==> config.mk <==
export PLATFORM = sky130hd
export DESIGN_NAME = wb_reg_file
export DESIGN_NICKNAME = d
export VERILOG_FILES = /design/src/rtl/wb_reg_file.sv
export SDC_FILE = /design/constraint.sdc
export NUM_CORES = 2
export LEC_CHECK = 0
export CAP_MARGIN = 20
export CORE_ASPECT_RATIO = 0.8
export CORE_MARGIN = 2
export CORE_UTILIZATION = 30
export CTS_CLUSTER_DIAMETER = 50
export CTS_CLUSTER_SIZE = 28
export DETAILED_ROUTE_END_ITERATION = 8
export SLEW_MARGIN = 20
export SYNTH_ARGS = -nofsm -noshare
export SYNTH_HDL_FRONTEND = slang
export SYNTH_SLANG_ARGS = --single-unit
==> constraint.sdc <==
create_clock -name clk -period 2 [get_ports clk]
set_input_delay 0.2 -clock clk [delete_from_list [all_inputs] [get_ports clk]]
set_output_delay 0.2 -clock clk [all_outputs]
set_load 0.03 [all_outputs]
==> images/congestion.png <==
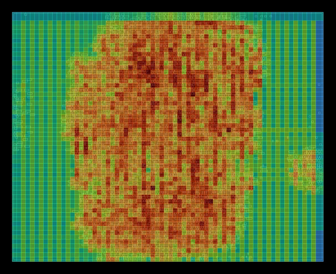
gr usage total: 0.2375
most heavily used metal layer in global routing: met2
M2 GR Usage: 0.3524
GRT met3 Usage: 0.04841
met1 capacity usage during global routing: 0.3283

==> images/detail.png <==
Window x 228 to 253, y 180 to 205 um. Cells in grey, sequential cells in the stronger grey; small squares are vias.
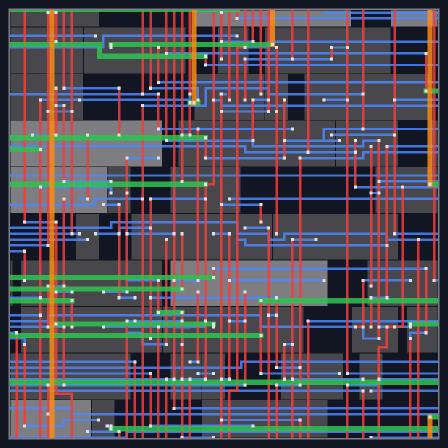
legend:
  metal 3:
    colour: green
  metal 4:
    colour: orange
  metal 1:
    colour: blue
  metal 2:
    colour: red
cells with their middle in the window: 32
most frequent: buf_12 (6), mux4_2 (4), dfrtp_1 (4)
sequential cells in the window: 4

==> images/layer_met2.png <==
Scale: 1 px per um.
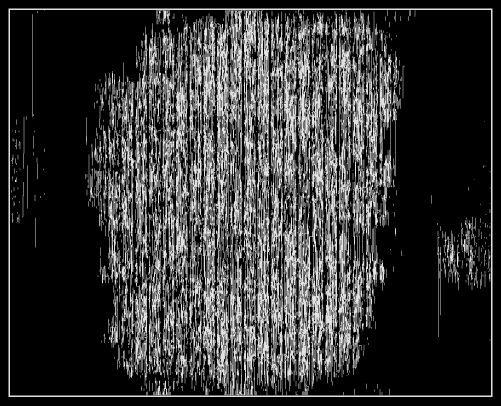
longest straight run: 125 um
nets with wire on the layer: 5298
share of all routed wire: 43%
wire length on this layer: 96.2 mm
main direction: vertical
number of vias after detailed routing: 47550
total routed wirelength: 221800 um

==> flow_metrics.env <==
# yosys + openroad results
export IMPL_status="finished, violations left"
export IMPL_failing_checks="setup timing"
export IMPL_stage_log_warnings=42
export IMPL_antenna_found_initial=4
export IMPL_hold_class="in2async"
export IMPL_required_time_worst_endpoint_ps=1800
export IMPL_p_clk_mw=23.6
export IMPL_clock_latency_ps=700
export IMPL_setup_violations_final=64
export IMPL_finalHoldViolations=0
export IMPL_ys_sh_adder=0.0002292
export IMPL_synth_cellmix_compoundShare=0.1628
export IMPL_synth_comb_largest_family="multiplexers"
export IMPL_cts_repair_timing_setup_buffer_count=37
export IMPL_grt_remaining_overflow=0
export IMPL_pin_count=212
export IMPL_leading_register_cell_type_out_of_synthesis="dfrtp_1"
export IMPL_pin_count_of_the_biggest_net_entering_global_routing=157
export IMPL_power_attributed_to_sequential_cells_mw=26.9
export IMPL_final_nonclk_buf_share=0.2012
export IMPL_n_antenna_cell=4
export IMPL_timing_final_ws_setup_ps=-1056
export IMPL_setup_total_negative_slack_ps=-50470
export IMPL_finalNetCount=6271
export IMPL_slowest_delay_ps=500
export IMPL_share_of_synthesized_area_occupied_by_flip_flops_and_latches=0.4694
export IMPL_core_um2=181500
export IMPL_path_depth=7
export IMPL_finalCriticalPeriod_ps=3056
export IMPL_portBuffers=211
export IMPL_post_synth_main_area_contributors="dfrtp_1, mux4_2, a21oi_1"
export IMPL_fillerInstances=16670
export IMPL_synthDistinctLibCells=64
